<file path="config.mk">
export PLATFORM = sky130hd
export DESIGN_NAME = gmii_rx_slot_writer
export DESIGN_NICKNAME = d
export VERILOG_FILES = /design/src/rtl/ethpipe_pkg.sv /design/src/rtl/slot_ring_ctrl.sv /design/src/rtl/gmii_rx_slot_writer.sv
export SDC_FILE = /design/constraint.sdc
export NUM_CORES = 1
export LEC_CHECK = 0
export ABC_AREA = 1
export CAP_MARGIN = 20
export CORE_MARGIN = 5
export CORE_UTILIZATION = 45
export CTS_BUF_LIST = sky130_fd_sc_hd__clkbuf_8
export DETAILED_ROUTE_END_ITERATION = 7
export PLACE_DENSITY = 0.69
export REMOVE_ABC_BUFFERS = 1
export SLEW_MARGIN = 10
export SYNTH_ARGS = -nofsm -noshare
export SYNTH_HDL_FRONTEND = slang
export SYNTH_SLANG_ARGS = --single-unit
</file>
<file path="constraint.sdc">
create_clock -name sys_clk -period 2.79 [get_ports sys_clk]
set_clock_uncertainty 0.2 [all_clocks]
set_input_delay 0.4185 -clock sys_clk [delete_from_list [all_inputs] [get_ports sys_clk]]
set_output_delay 0.4185 -clock sys_clk [all_outputs]
set_load 0.02 [all_outputs]
</file>
<file path="src/rtl/ethpipe_pkg.sv">
// ethpipe_pkg: shared constants and types for the GMII RX slot writer.
//   - GMII preamble / SFD byte values
//   - slot header field offsets and the packed 128-bit header layout
//   - RX state encoding
package ethpipe_pkg;

  localparam logic [7:0] PREAMBLE_BYTE = 8'h55;
  localparam logic [7:0] SFD_BYTE      = 8'hD5;

  localparam int unsigned LEN_LSB   = 0;
  localparam int unsigned TRUNC_BIT = 16;
  localparam int unsigned TS_LSB    = 64;
  localparam int unsigned HDR_BITS  = 128;
  localparam int unsigned LEN_W     = 16;
  localparam int unsigned TS_W      = 64;
  localparam int unsigned DROP_W    = 16;

  typedef enum logic [2:0] {
    ST_IDLE     = 3'd0,
    ST_PREAMBLE = 3'd1,
    ST_DATA     = 3'd2,
    ST_SKIP     = 3'd3,
    ST_HDR      = 3'd4
  } rx_state_e;

  // Header as stored at the start of each slot, LSB first in slot word 0.
  typedef struct packed {
    logic [TS_W-1:0]               ts;
    logic [TS_LSB-TRUNC_BIT-2:0]   rsvd;
    logic                          trunc;
    logic [LEN_W-1:0]              len;
  } slot_hdr_t;

endpackage

</file>
<file path="src/rtl/slot_ring_ctrl.sv">
// slot_ring_ctrl: occupancy tracking for the RX slot ring.
//   clk_i, rst_ni : clock, synchronous active-low reset
//   commit_i      : a filled slot is handed to the consumer (advances wr_ptr)
//   release_i     : the consumer freed the oldest slot (ignored when empty)
//   wr_ptr_o      : slot currently being filled
//   count_o       : committed slots outstanding
//   empty_o/full_o: registered flags derived from count
module slot_ring_ctrl #(
  parameter int unsigned SLOT_NUM = 4,
  localparam int unsigned PTR_W   = $clog2(SLOT_NUM),
  localparam int unsigned CNT_W   = $clog2(SLOT_NUM + 1)
) (
  input  logic             clk_i,
  input  logic             rst_ni,
  input  logic             commit_i,
  input  logic             release_i,
  output logic [PTR_W-1:0] wr_ptr_o,
  output logic [CNT_W-1:0] count_o,
  output logic             empty_o,
  output logic             full_o
);

  logic [PTR_W-1:0] wr_ptr_q, wr_ptr_d;
  logic [PTR_W-1:0] rd_ptr_q, rd_ptr_d;
  logic [CNT_W-1:0] count_q, count_d;
  logic             empty_q, full_q;
  logic             rel_ok_c;

  // Pointer/count update; simultaneous commit and release leave count alone.
  always_comb begin
    rel_ok_c = release_i && (count_q != '0);
    wr_ptr_d = commit_i ? wr_ptr_q + PTR_W'(1) : wr_ptr_q;
    rd_ptr_d = rel_ok_c ? rd_ptr_q + PTR_W'(1) : rd_ptr_q;
    count_d  = count_q;
    case ({commit_i, rel_ok_c})
      2'b10:   count_d = count_q + CNT_W'(1);
      2'b01:   count_d = count_q - CNT_W'(1);
      default: count_d = count_q;
    endcase
  end

  always_ff @(posedge clk_i) begin
    if (!rst_ni) begin
      wr_ptr_q <= '0;
      rd_ptr_q <= '0;
      count_q  <= '0;
      empty_q  <= 1'b1;
      full_q   <= 1'b0;
    end else begin
      wr_ptr_q <= wr_ptr_d;
      rd_ptr_q <= rd_ptr_d;
      count_q  <= count_d;
      empty_q  <= (count_q == '0);
      full_q   <= (count_q == CNT_W'(SLOT_NUM));
    end
  end

  assign wr_ptr_o = wr_ptr_q;
  assign count_o  = count_q;
  assign empty_o  = empty_q;
  assign full_o   = full_q;

endmodule

</file>
<file path="src/rtl/gmii_rx_slot_writer.sv">
// gmii_rx_slot_writer: GMII receive path into a ring of RAM slots.
//   sys_clk, sys_rst      : clock, synchronous active-low reset
//   gmii_rxd, gmii_rx_dv  : GMII receive byte stream
//   global_counter        : timestamp latched on the SFD cycle
//   slot_rx_eth_*         : registered slot RAM write port
//   slot_release          : consumer freed the oldest slot
//   rx_complete           : one-cycle pulse when a slot is committed
//   rx_empty, slot_full   : ring occupancy flags
//   drop_cnt              : saturating count of frames dropped for lack of a slot
// Frame bytes are packed little-endian after the header words; the header
// (length, truncation flag, timestamp) is written once the frame ends.
module gmii_rx_slot_writer
  import ethpipe_pkg::*;
#(
  parameter int unsigned DATA_W     = 32,
  parameter int unsigned SLOT_NUM   = 4,
  parameter int unsigned SLOT_WORDS = 512,
  localparam int unsigned BYTES     = DATA_W / 8,
  localparam int unsigned HDR_WORDS = HDR_BITS / DATA_W,
  localparam int unsigned ADDR_W    = $clog2(SLOT_NUM * SLOT_WORDS)
) (
  input  logic                sys_clk,
  input  logic                sys_rst,
  input  logic [7:0]          gmii_rxd,
  input  logic                gmii_rx_dv,
  input  logic [63:0]         global_counter,
  output logic [DATA_W-1:0]   slot_rx_eth_data,
  output logic [BYTES-1:0]    slot_rx_eth_byte_en,
  output logic [ADDR_W-1:0]   slot_rx_eth_address,
  output logic                slot_rx_eth_wr_en,
  input  logic                slot_release,
  output logic                rx_complete,
  output logic                rx_empty,
  output logic                slot_full,
  output logic [DROP_W-1:0]   drop_cnt
);

  localparam int unsigned SLOT_W = $clog2(SLOT_NUM);
  localparam int unsigned WORD_W = $clog2(SLOT_WORDS);
  localparam int unsigned LANE_W = $clog2(BYTES);
  localparam int unsigned HIDX_W = $clog2(HDR_WORDS + 1);
  localparam int unsigned CNT_W  = $clog2(SLOT_NUM + 1);
  localparam int unsigned CAP    = (SLOT_WORDS - HDR_WORDS) * BYTES;

  rx_state_e           state_q, state_d;
  logic [LEN_W-1:0]    len_q, len_d;
  logic                trunc_q, trunc_d;
  logic [TS_W-1:0]     ts_q, ts_d;
  logic [DATA_W-1:0]   word_q, word_d;
  logic [HIDX_W-1:0]   hdr_idx_q, hdr_idx_d;
  logic [DROP_W-1:0]   drop_q, drop_d;
  logic                wr_en_q, wr_en_d;
  logic [DATA_W-1:0]   data_q, data_d;
  logic [BYTES-1:0]    be_q, be_d;
  logic [ADDR_W-1:0]   addr_q, addr_d;
  logic                cmpl_q, cmpl_d;

  logic                commit_c;
  logic                sfd_c;
  logic [LANE_W-1:0]   lane_c;
  logic [DATA_W-1:0]   word_n_c;
  logic [ADDR_W-1:0]   data_addr_c;
  slot_hdr_t           hdr_c;
  logic [HDR_BITS-1:0] hdr_vec_c;
  logic [DATA_W-1:0]   hdr_word_c;

  logic [SLOT_W-1:0]   wr_ptr;
  logic [CNT_W-1:0]    count;
  logic                ring_empty;
  logic                ring_full;

  slot_ring_ctrl #(
    .SLOT_NUM (SLOT_NUM)
  ) u_ring (
    .clk_i     (sys_clk),
    .rst_ni    (sys_rst),
    .commit_i  (commit_c),
    .release_i (slot_release),
    .wr_ptr_o  (wr_ptr),
    .count_o   (count),
    .empty_o   (ring_empty),
    .full_o    (ring_full)
  );

  // Receive FSM, byte packing and header emission.
  always_comb begin
    state_d   = state_q;
    len_d     = len_q;
    trunc_d   = trunc_q;
    ts_d      = ts_q;
    word_d    = word_q;
    hdr_idx_d = hdr_idx_q;
    drop_d    = drop_q;
    wr_en_d   = 1'b0;
    data_d    = '0;
    be_d      = '0;
    addr_d    = '0;
    cmpl_d    = 1'b0;
    commit_c  = 1'b0;
    sfd_c     = 1'b0;

    lane_c   = len_q[LANE_W-1:0];
    word_n_c = word_q;
    for (int b = 0; b < BYTES; b++) begin
      if (lane_c == LANE_W'(b)) word_n_c[8*b +: 8] = gmii_rxd;
    end
    data_addr_c = {wr_ptr, WORD_W'(HDR_WORDS) + WORD_W'(len_q >> LANE_W)};

    hdr_c       = '0;
    hdr_c.ts    = ts_q;
    hdr_c.trunc = trunc_q;
    hdr_c.len   = len_q;
    hdr_vec_c   = hdr_c;
    hdr_word_c  = '0;
    for (int w = 0; w < HDR_WORDS; w++) begin
      if (hdr_idx_q == HIDX_W'(w)) hdr_word_c = hdr_vec_c[DATA_W*w +: DATA_W];
    end

    case (state_q)
      ST_IDLE: begin
        if (gmii_rx_dv) begin
          if (gmii_rxd == PREAMBLE_BYTE)  state_d = ST_PREAMBLE;
          else if (gmii_rxd == SFD_BYTE)  sfd_c   = 1'b1;
          else                            state_d = ST_SKIP;
        end
      end
      ST_PREAMBLE: begin
        if (!gmii_rx_dv)                  state_d = ST_IDLE;
        else if (gmii_rxd == PREAMBLE_BYTE) state_d = ST_PREAMBLE;
        else if (gmii_rxd == SFD_BYTE)    sfd_c   = 1'b1;
        else                              state_d = ST_SKIP;
      end
      ST_DATA: begin
        if (gmii_rx_dv) begin
          if (len_q < LEN_W'(CAP)) begin
            len_d = len_q + LEN_W'(1);
            if (lane_c == LANE_W'(BYTES - 1)) begin
              wr_en_d = 1'b1;
              data_d  = word_n_c;
              be_d    = '1;
              addr_d  = data_addr_c;
              word_d  = '0;
            end else begin
              word_d = word_n_c;
            end
          end else begin
            trunc_d = 1'b1;
          end
        end else if (len_q == '0) begin
          state_d = ST_IDLE;
        end else begin
          // Flush a partially filled word with only its valid low lanes enabled.
          if (lane_c != '0) begin
            wr_en_d = 1'b1;
            data_d  = word_q;
            addr_d  = data_addr_c;
            for (int b = 0; b < BYTES; b++) be_d[b] = (LANE_W'(b) < lane_c);
            word_d  = '0;
          end
          hdr_idx_d = '0;
          state_d   = ST_HDR;
        end
      end
      ST_SKIP: begin
        if (!gmii_rx_dv) state_d = ST_IDLE;
      end
      ST_HDR: begin
        // One extra cycle after the last header word carries the commit.
        if (hdr_idx_q < HIDX_W'(HDR_WORDS)) begin
          wr_en_d   = 1'b1;
          data_d    = hdr_word_c;
          be_d      = '1;
          addr_d    = {wr_ptr, WORD_W'(hdr_idx_q)};
          hdr_idx_d = hdr_idx_q + HIDX_W'(1);
        end else begin
          commit_c = 1'b1;
          cmpl_d   = 1'b1;
          state_d  = ST_IDLE;
        end
      end
      default: state_d = ST_IDLE;
    endcase

    // SFD: start a frame if a slot is free, otherwise count a drop.
    if (sfd_c) begin
      if (count == CNT_W'(SLOT_NUM)) begin
        if (drop_q != '1) drop_d = drop_q + DROP_W'(1);
        state_d = ST_SKIP;
      end else begin
        ts_d    = global_counter;
        len_d   = '0;
        trunc_d = 1'b0;
        word_d  = '0;
        state_d = ST_DATA;
      end
    end
  end

  always_ff @(posedge sys_clk) begin
    if (!sys_rst) begin
      state_q   <= ST_IDLE;
      len_q     <= '0;
      trunc_q   <= 1'b0;
      ts_q      <= '0;
      word_q    <= '0;
      hdr_idx_q <= '0;
      drop_q    <= '0;
      wr_en_q   <= 1'b0;
      data_q    <= '0;
      be_q      <= '0;
      addr_q    <= '0;
      cmpl_q    <= 1'b0;
    end else begin
      state_q   <= state_d;
      len_q     <= len_d;
      trunc_q   <= trunc_d;
      ts_q      <= ts_d;
      word_q    <= word_d;
      hdr_idx_q <= hdr_idx_d;
      drop_q    <= drop_d;
      wr_en_q   <= wr_en_d;
      data_q    <= data_d;
      be_q      <= be_d;
      addr_q    <= addr_d;
      cmpl_q    <= cmpl_d;
    end
  end

  assign slot_rx_eth_data    = data_q;
  assign slot_rx_eth_byte_en = be_q;
  assign slot_rx_eth_address = addr_q;
  assign slot_rx_eth_wr_en   = wr_en_q;
  assign rx_complete         = cmpl_q;
  assign rx_empty            = ring_empty;
  assign slot_full           = ring_full;
  assign drop_cnt            = drop_q;

endmodule

</file>
Fig. 1: routing congestion map
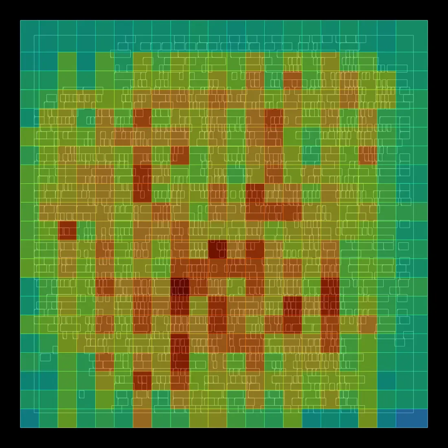
met1 Usage GRT: 30.19%
final core occ: 56.42%
gr busiest metal: met2
met2 Usage GRT: 36.15%

Fig. 2: cell classes on the final placement
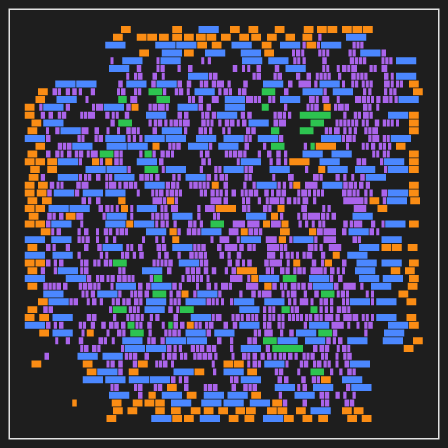
- green: clock drivers and dummy loads (cells 32)
- purple: combinational and other logic (cells 1014)
- blue: sequential cells (cells 190)
- orange: remaining buffers and delay cells (cells 176)
core footprint: 19330 um^2
row cnt: 51
post-route cell area: 10910 um^2
sequential fraction of total cell area: 34.87%

==> CHANGELOG.md <==
## Flow update

- DR pass1 iterations: 6
- Number of cells on the critical path: 7
- RSZ-0062 raised after global routing: no
- CP Launch Type: flop
- Flop area: 3804 um^2
- Vias per Instance: 5.100
- Worst VDD drop: 387.0 uV
- R2R depth: 7
- Hold WC Path Type: reg -> reg
- Most used logic cell in the final layout: nor2_1
- Worst slack, placed: 134.5 ps
- Wl on met1: 11110 um
- Mapped Area: 8775 um^2
- Async set-reset flop share out of synthesis: 0%
- Filler Cell Count: 1898
- Synthesis Warnings: 0
- WS Path Type: reg -> reg
- NetSw: 2.116 mW
- WL/cell: 14.37 um
- Antenna diodes: 0
- # DRC: 0
- Met2 routed WL: 11410 um
- CTS tree: built
- Share of layout cells above drive strength 1: 6.445%
- Tap cells: 265
- Compound Share, Synth: 13.79%
- Final wirelength: 24100 um
- Non-clk bufs: 176
- Outcome: complete, no violations
- HPWL after DPL: 16660 um
- Dominant combinational family: simple AND/OR/NAND/NOR gates
- Die footprint: 22390 um^2
- Tcrit/Tclk final: 90.46%
- Mux cell area share: 0.1141%
- Synth area leader: dfxtp_1
- Sequential power share: 46.4%
- Clock Buffer Count: 20
- Non-CTS inverters: 126
- RePlAce Congestion: 0.8837
- Crit path from: len_q[1]$_SDFF_PN0_
- AND/OR/NAND/NOR Cells, Area Fraction: 30.63%
- Final min period: 2524 ps
- Hold Violations, Final: 0
- Max power group: sequential cells
- Die Y: 149.6 um
- Number of enable flip-flop cells: 0
- DR WL met3: 1242 um
- Post-DP Area: 10500 um^2
- Syn_area_per_cell: 6.861 um^2
- Comb gates: 888
- Int Pwr: 4.278 mW
- Post-CTS sizing: 0
- Synth Seq Share: 43.35%
- Highest Signal Layer: met4
- Fin nets: 1491
- P_seq: 2.96 mW
- Yosys stat area: 8775 um^2
- Number of flip-flops in the largest register: 64
- Flip-flops: 190
- Starting DRT DRC Count: 584
- Slew Limit Fails: 0
- Area delta synth->final: 24.33%
- CTS H-tree depth: 4
- F_max: 396.2 MHz
- Maximum number of pins on one net before global-route repair: 65
- Buffer share of cell area: 15.78%
- Max clock buf depth: 2
- Die width: 149.6 um
- Final worst setup slack: 266.3 ps
- Met3 Use GR: 3.907%
- Post-synth cell types: 34
- Number of cells in Yosys stat: 1279
- PwrDens: 586.1 nW/um^2
- Most frequent cells in the layout: 242 x nor2_1, 208 x nand2_1, 190 x dfxtp_1
- Buf/Inv on CP: 3
- Comb area share: 38.22%
- First-pass GRT wire length: 40050 um
- Clk pwr share: 29.4%
- Vias in the first global route: 8017
- Ys flop type: dfxtp_1
- Min-delay src: word_q[31]$_SDFF_PN0_
- Largest stage delay on the critical path: 500 ps
- XORs/XNORs by Area: 0.4991%
- Port Buf Inserts: 142
- Worst rel slew slack: 51.82%
- OpenROAD warning count: 33
- Final Hold Slack: 238.6 ps
- CTS clk-pin slew, worst paths: 90 ps
- Total CTS buffers: 17
- Adder-cell share of the synthesized area: 2.367%
- Min-Delay Endpoint: word_q[31]$_SDFF_PN0_
- CP max FO: 26
- Critical Path AT: 2680 ps
- Hold Buf Count CTS: 0
- Synth Instances: 1279
Fig. 3: placement density heat map
15 x 15 tiles, from black (low) to pale yellow (high), 0 to 100% covered.
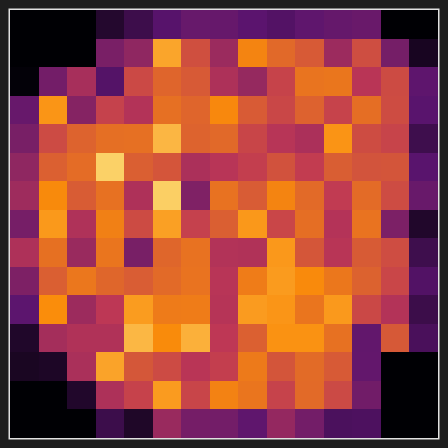
- nearly empty tiles: 8.9%
- fullest tile: 90%
- mean over tiles: 47%
FP Util: 45.38%

Power figures rest on the tool's default switching activity, not on a simulated workload.
